### Drive-strength map

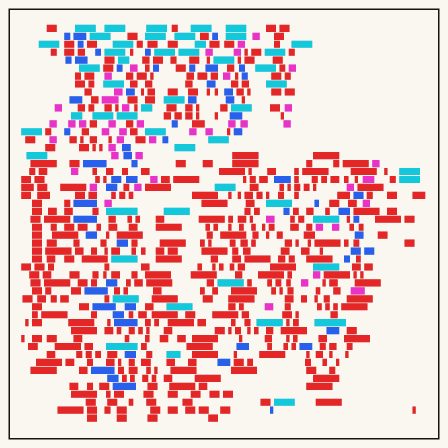
### Placed cells, one colour a class

Scale bar: 50 um.
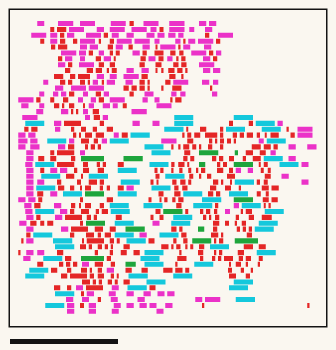
### Nets reached from selected ports

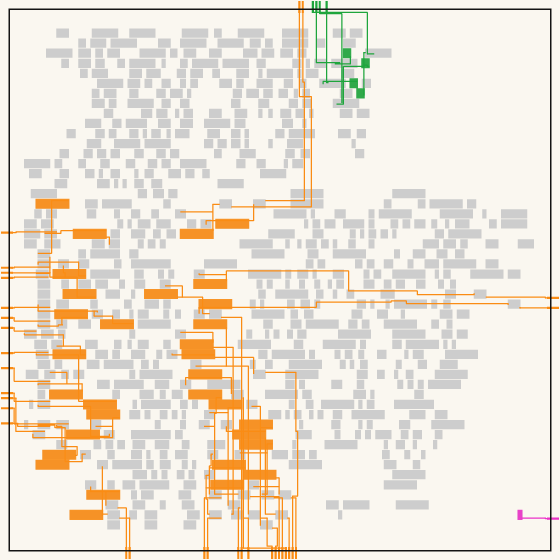
### Wiring heat map

Scale bar: 50 um. The die is cut into 29 by 29 equal tiles; dark purple is low, yellow is high, scaled to the fullest tile. Values are wire area over tile area, all layers added.
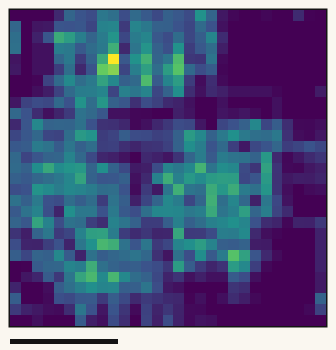
### Routing congestion

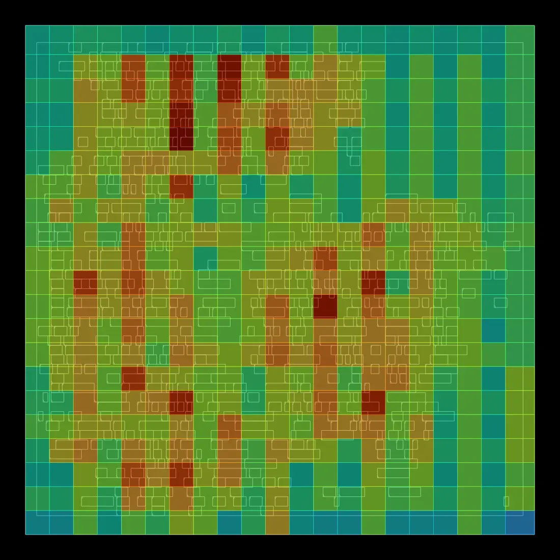
--- src/rtl/rv32i_types.sv ---
// Shared RV32I type definitions: load/store funct3 encodings, the subset of
// the control word consumed by the MEM stage, and the data-memory FSM states.
package rv32i_types;

  typedef enum logic [2:0] {
    LB  = 3'b000,
    LH  = 3'b001,
    LW  = 3'b010,
    LBU = 3'b100,
    LHU = 3'b101
  } load_funct3_t;

  typedef enum logic [2:0] {
    SB = 3'b000,
    SH = 3'b001,
    SW = 3'b010
  } store_funct3_t;

  typedef enum logic [1:0] {
    IDLE = 2'd0,
    WAIT = 2'd1,
    DONE = 2'd2
  } dmem_state_t;

  typedef struct packed {
    logic       mem_read;
    logic       mem_write;
    logic [2:0] funct3;
  } rv32i_control_word;

endpackage

--- src/rtl/mem_stage_dmem_load_align.sv ---
// Load formatter: picks the byte/half addressed by addr_lo out of the memory
// word and sign- or zero-extends it. Purely combinational so the writeback
// forwarding path can reuse it. Halfwords select on addr_lo[1] only; words
// ignore addr_lo entirely.
module mem_stage_dmem_load_align
  import rv32i_types::*;
(
  input  logic [2:0]  funct3,
  input  logic [1:0]  addr_lo,
  input  logic [31:0] rdata,
  output logic [31:0] data_out
);

  logic [7:0]         byte_u;
  logic [15:0]        half_u;
  logic signed [7:0]  byte_s;
  logic signed [15:0] half_s;

  // Lane select and extension
  always_comb begin
    byte_u   = rdata[{addr_lo, 3'b000} +: 8];
    half_u   = rdata[{addr_lo[1], 4'b0000} +: 16];
    byte_s   = $signed(byte_u);
    half_s   = $signed(half_u);
    data_out = rdata;
    case (funct3)
      LB:      data_out = 32'(byte_s);
      LBU:     data_out = {24'h0, byte_u};
      LH:      data_out = 32'(half_s);
      LHU:     data_out = {16'h0, half_u};
      LW:      data_out = rdata;
      default: data_out = rdata;
    endcase
  end

endmodule

--- src/rtl/mem_stage_dmem.sv ---
// MEM-stage data-memory access unit. Issues one load/store per held
// instruction, stalls upstream until the memory answers (or the watchdog
// fires), and presents the formatted load result to MEM/WB.
// Optional build macro: DMEM_MISALIGN_CHECK_EN -- when defined, misaligned
// word/halfword accesses are suppressed and flagged on misalign_err.
module mem_stage_dmem
  import rv32i_types::*;
#(
  parameter int unsigned RESP_TIMEOUT = 256
) (
  input  logic              clk,
  input  logic              rst,
  input  rv32i_control_word ctrl_word_in,
  input  logic [31:0]       addr_in,
  input  logic [31:0]       write_data_in,
  input  logic [3:0]        mem_byte_enable,
  input  logic              advance_in,
  output logic [31:0]       dmem_address,
  output logic              dmem_read,
  output logic              dmem_write,
  output logic [3:0]        dmem_wmask,
  output logic [31:0]       dmem_wdata,
  input  logic [31:0]       dmem_rdata,
  input  logic              dmem_resp,
  output logic              stall_out,
  output logic [31:0]       load_data_out,
  output logic              misalign_err,
  output logic              timeout_err
);

  dmem_state_t state, next_state;

  logic        access;
  logic        is_load;
  logic        is_store;
  logic        misaligned;
  logic        issue;
  logic        req_active;
  logic        timeout_hit;
  logic [31:0] wait_cnt;
  logic [31:0] store_lane;
  logic [31:0] aligned_rdata;

  // Both mem_read and mem_write set is illegal and is handled as a load.
  assign access   = ctrl_word_in.mem_read | ctrl_word_in.mem_write;
  assign is_load  = ctrl_word_in.mem_read;
  assign is_store = ctrl_word_in.mem_write & ~ctrl_word_in.mem_read;

`ifdef DMEM_MISALIGN_CHECK_EN
  // Word accesses need addr[1:0]==0, halfword accesses need addr[0]==0.
  always_comb begin
    misaligned = 1'b0;
    if (access) begin
      if (ctrl_word_in.funct3[1:0] == 2'b10)
        misaligned = (addr_in[1:0] != 2'b00);
      else if (ctrl_word_in.funct3[1:0] == 2'b01)
        misaligned = addr_in[0];
    end
  end
`else
  assign misaligned = 1'b0;
`endif

  assign issue       = (state == IDLE) && access && !misaligned;
  assign req_active  = issue || (state == WAIT);
  assign timeout_hit = (RESP_TIMEOUT != 0) && (state == WAIT) && !dmem_resp &&
                       (wait_cnt == RESP_TIMEOUT - 1);

  assign dmem_address = {addr_in[31:2], 2'b00};

  // Store data moved onto the byte lanes selected by the address.
  always_comb begin
    store_lane = write_data_in;
    case (ctrl_word_in.funct3)
      SB:      store_lane = {24'h0, write_data_in[7:0]} << {addr_in[1:0], 3'b000};
      SH:      store_lane = {16'h0, write_data_in[15:0]} << {addr_in[1], 4'b0000};
      SW:      store_lane = write_data_in;
      default: store_lane = write_data_in;
    endcase
  end

  mem_stage_dmem_load_align u_load_align (
    .funct3   (ctrl_word_in.funct3),
    .addr_lo  (addr_in[1:0]),
    .rdata    (dmem_rdata),
    .data_out (aligned_rdata)
  );

  // FSM state register
  always_ff @(posedge clk or posedge rst) begin
    if (rst) state <= IDLE;
    else     state <= next_state;
  end

  // FSM next-state logic; responses outside WAIT are ignored
  always_comb begin
    next_state = state;
    case (state)
      IDLE: if (access) next_state = misaligned ? DONE : WAIT;
      WAIT: if (dmem_resp || timeout_hit) next_state = DONE;
      DONE: if (advance_in) next_state = IDLE;
      default: next_state = IDLE;
    endcase
  end

  // FSM outputs: request live in the issuing IDLE cycle and throughout WAIT
  always_comb begin
    stall_out  = ((state == IDLE) && access) || (state == WAIT);
    dmem_read  = req_active && is_load;
    dmem_write = req_active && is_store;
    dmem_wmask = (req_active && is_store) ? mem_byte_enable : 4'h0;
    dmem_wdata = (req_active && is_store) ? store_lane : 32'h0;
  end

  // Watchdog counter, load result and timeout pulse
  always_ff @(posedge clk or posedge rst) begin
    if (rst) begin
      wait_cnt      <= 32'h0;
      load_data_out <= 32'h0;
      timeout_err   <= 1'b0;
    end else begin
      timeout_err <= timeout_hit;
      if (state == IDLE)
        wait_cnt <= 32'h0;
      else if (state == WAIT)
        wait_cnt <= wait_cnt + 32'd1;
      if ((state == WAIT) && dmem_resp && is_load)
        load_data_out <= aligned_rdata;
      else if (timeout_hit)
        load_data_out <= 32'h0;
    end
  end

`ifdef DMEM_MISALIGN_CHECK_EN
  // Misalignment flag: raised on the skip to DONE, held until DONE is left
  always_ff @(posedge clk or posedge rst) begin
    if (rst)
      misalign_err <= 1'b0;
    else if ((state == IDLE) && access && misaligned)
      misalign_err <= 1'b1;
    else if ((state == DONE) && advance_in)
      misalign_err <= 1'b0;
  end
`else
  assign misalign_err = 1'b0;
`endif

endmodule

--- config.mk ---
export PLATFORM = sky130hd
export DESIGN_NAME = mem_stage_dmem
export DESIGN_NICKNAME = d
export VERILOG_FILES = /design/src/rtl/rv32i_types.sv /design/src/rtl/mem_stage_dmem_load_align.sv /design/src/rtl/mem_stage_dmem.sv
export SDC_FILE = /design/constraint.sdc
export NUM_CORES = 1
export LEC_CHECK = 0
export ABC_AREA = 0
export CELL_PAD_IN_SITES_DETAIL_PLACEMENT = 1
export CELL_PAD_IN_SITES_GLOBAL_PLACEMENT = 2
export CORE_MARGIN = 3
export CORE_UTILIZATION = 24
export CTS_CLUSTER_DIAMETER = 60
export DETAILED_ROUTE_END_ITERATION = 16
export PLACE_DENSITY = 0.79
export SLEW_MARGIN = 10
export SYNTH_ARGS = -nofsm -noshare
export SYNTH_HDL_FRONTEND = slang
export SYNTH_SLANG_ARGS = --single-unit
--- constraint.sdc ---
create_clock -name clk -period 2.7 [get_ports clk]
set_clock_uncertainty 0.05 [all_clocks]
set_input_delay 0.54 -clock clk [delete_from_list [all_inputs] [get_ports clk]]
set_output_delay 0.54 -clock clk [all_outputs]
set_load 0.05 [all_outputs]
==> ci_impl_report.md <==
### Flow metrics

| Metric | Value |
|---|---|
| Status | completed |
| Logic pwr share | between 40% and 50% |
| VDD IR max | roughly 0.46 mV |
| Total power | ~5.7 mW |
| Int Power | between 3 and 4 mW |
| Main logic family | simple AND/OR/NAND/NOR gates |
| ANT nets after route | 0 |
| Dominant Register Cell | dfrtp_1 |
| Simple Share, Synth | roughly 25% |
| Setup total negative slack | 0 ps |
| Hold Crit Class | reg2reg |
| P_leak | 2.91 nW |
| Most instantiated logic cells after routing | clkdlybuf4s50_1, dfrtp_1, buf_4 |
| Clk slew on worst S/H paths | 60 ps |
| Sequential power | ~1.5 mW |
| CTS Sinks | between 60 and 70 |
| Initial antenna violation count | 0 |
| Slowest CP cell | clkdlybuf4s50_1 |
| Detailed Place HPWL | about 13000 um |
| Die Size | 21400 um^2 |
| Ant diodes | 0 |
| Placed insts | just over 900 |
| Critical path type | in2out |
| Latency at later pin | about 330 ps |
| Postcts setup bufs | 1 |
| Starting DRT DRC Count | around 210 |
| Hold Buf Count CTS | 0 |
| MUX area fraction | under 10% |
| Tot GR Track Use | 16.0% |
| Worst-margin pin slew | between 800 and 900 ps |
| Reg area | 1680 um^2 |
| H-tree depth | 3 |
| Mean post-synth cell area | around 8.9 um^2 |
| Post-synth seq share | a little over a third |
| PD cells | 781 nW/um^2 |
| Final Setup Violations | 0 |
| Fillers | around 2.2k |
| Chip Width | 146 um |
| Maximum number of pins on one net before global-route repair | approximately 68 |
| Core Density at Floorplan | around a quarter |
| Slowest stage delay, CP | 530 ps |
| Share of cells above drive strength 1 | 23.9% |
| MaxCap Viol Count | 0 |
| Clk buf depth | 2 |
| Top pwr grp | combinational cells |
| DR pass1 iterations | 4 |
| Arr. time, crit path | between 1500 and 2000 ps |
| Top cell area share | between 30% and 40% |
| Synth area leader | dfrtp_1 |
| Area after DPL | 6760 um^2 |
| Yosys Instances | roughly 530 |
| Switching share of power | between 40% and 50% |
| Die H | roughly 150 um |
| Hold Vio Cnt, Final | 0 |
| Tcrit/Tclk final | between 90 and 100% |
| HP Start | load_data_out[9]$_DFFE_PP0P_ |
| Fin cells | a little over 900 |
| GPL Wtd Cong | 0.806 |
| Pre-CTS setup slack | -119 ps |
| Drt total wl | 17400 um |
| Crit start category | primary input |
| Yosys aoi share | slightly above 20% |
| Mapped Cells | roughly 530 |
| Vias in the first global route | about 5.0k |
| TritonCTS buffer count | 9 |
| Ys flops | ~67 |
| Power Combinational | between 2 and 3 mW |
| DRC viols | 0 |
| Clk power | 1.39 mW |
| Hold Slack | about 450 ps |
| Fmax | 0.393 GHz |
| Post_cts resized | 12 |
| CTS tree | yes |
| Critical Path Sink Type | output port |
| Final Critical Period | ~2500 ps |
| Cell Type Count | 56 |
| Largest cells by area after synthesis | dfrtp_1, a22o_1, buf_4 |
| Root Driver | clkbuf_16 |
| Reg power frac | 26.0% |
| Max-slew headroom | a little under half |
| GR Overflow Total | 0 |
| Tool Warnings | 26 |
| YS chip area | 4730 um^2 |
| Flip-flops with a built-in enable | 0 |
| Psw | 2.37 mW |
| CP Launch Point | addr_in[1] |
| Mapped Area | roughly 4700 um^2 |
| RSZ-0062 raised after global routing | no |
| Vias per cell | between 5 and 6 |
| Top cell excl fill/tap | clkdlybuf4s50_1 |
| WP data required | about 2100 ps |
| Gate Area | around 2700 um^2 |
| Yosys xor share | 1.48% |
| Max-slew violation count | 0 |
| First-pass GRT wire length | 28100 um |
| Worst r2r src | wait_cnt[15]$_DFFE_PP0P_ |
| Crit-path max FO | 7 |
| Synth Warn # | 0 |
| Clock Power Share | approximately a quarter |
About 'Drive-strength map':
red -> drive 1 or less  # cells 505
blue -> drive 2  # cells 61
magenta -> drive 3 to 4  # cells 47
cyan -> drive 6 and up  # cells 51
Layout Area Growth over Synthesis: 53.1%
design area: 7240 um^2
Repair and plain buffers: 190
worst setup margin: 154 ps

About 'Placed cells, one colour a class':
green -> clock drivers and dummy loads  # cells 16, share of their area 5.1%
cyan -> flip-flops  # cells 67, share of their area 24%
magenta -> other buffers and delay cells  # cells 190, share of their area 31%
red -> all other logic  # cells 391, share of their area 40%
core area: 19000 um^2
# rows: 50
final core occ: 38.1%

About 'Nets reached from selected ports':
green -> dmem_wmask  # direction output, edge north, end cells 4, wire 147 um
orange -> load_data_out  # direction output, edge 15 south, 13 west, 2 east, 2 north, end cells 32, wire 1640 um
magenta -> misalign_err  # direction output, edge east, end cells 1, wire 7.30 um
Ports: 214
IO buf count: 150

About 'Wiring heat map':
mean over tiles = 0.13
tiles over half the peak = 7.5%
emptiest ninth of the die = north-east
fullest tile = 0.58
densest ninth of the die = west
via count: 4696
WL per Instance: 18.9 um

About 'Routing congestion':
routing usage on met2: 26.5%
global routing usage on met1: 21.2%
GRT busiest layer: met2

cell usage after synthesis, types with 7 or more instances:
library cell and instances:
nor2_1 42, nand4_1 7, o22ai_1 8, nand3b_1 8, a22o_1 34, dfrtp_1 67
nand2b_1 24, a22oi_1 24, o31ai_1 7, mux2_2 9, nand2_1 26, mux4_2 8
and2_1 9, nand3_1 10, buf_4 33, a221oi_1 7, buf_2 16, nor2b_1 11
nor3_1 13, a21oi_1 39, or4_1 10, and3_1 9, inv_1 14, clkbuf_1 25
state kept, by name, indices dropped and copies added, names as in the netlist:
| register | count |
|---|---|
| state | 2 |
| load_data_out | 32 |
| timeout_err | 1 |
| wait_cnt | 32 |
layer usage:
metal,part of all wire (%),vias up,GRT usage (%),routed length (um)
met1,45,2364,21.2,7810
met5,0,-,0,0
met4,1.7,0,4.37,294
met2,50,112,26.5,8660
li1,-,2186,-,-
met3,3.8,34,3.29,663
area by class of cell:
cell class / count / share of cell area, %
timing repair buffer: 190 / 29.7
sequential: 67 / 23.2
tap: 260 / 4.49
clock buffer: 10 / 3.30
inverter: 14 / 0.726
multi-input combinational: 377 / 37.0
clock inverter: 6 / 1.56
final timing paths:
kind	depth (start not counted)	endpoint	slack [ps]
setup / recovery	7	dmem_wdata[23]	150
max in group asynchronous	3	wait_cnt[5]$_DFFE_PP0P_	1750
hold reg to reg	1	load_data_out[9]$_DFFE_PP0P_	450
hold / removal	1	load_data_out[9]$_DFFE_PP0P_	450
min in group asynchronous	3	wait_cnt[24]$_DFFE_PP0P_	550
setup reg to reg	4	wait_cnt[29]$_DFFE_PP0P_	420
critical path, delay by kind of cell:
family / cells / cell delay, ps
buffers and inverters: 4 / 950
and+or+nand+nor: 2 / 370
AOI/OAI and AO/OA: 1 / 80
Power and IR drop assume default switching activity.
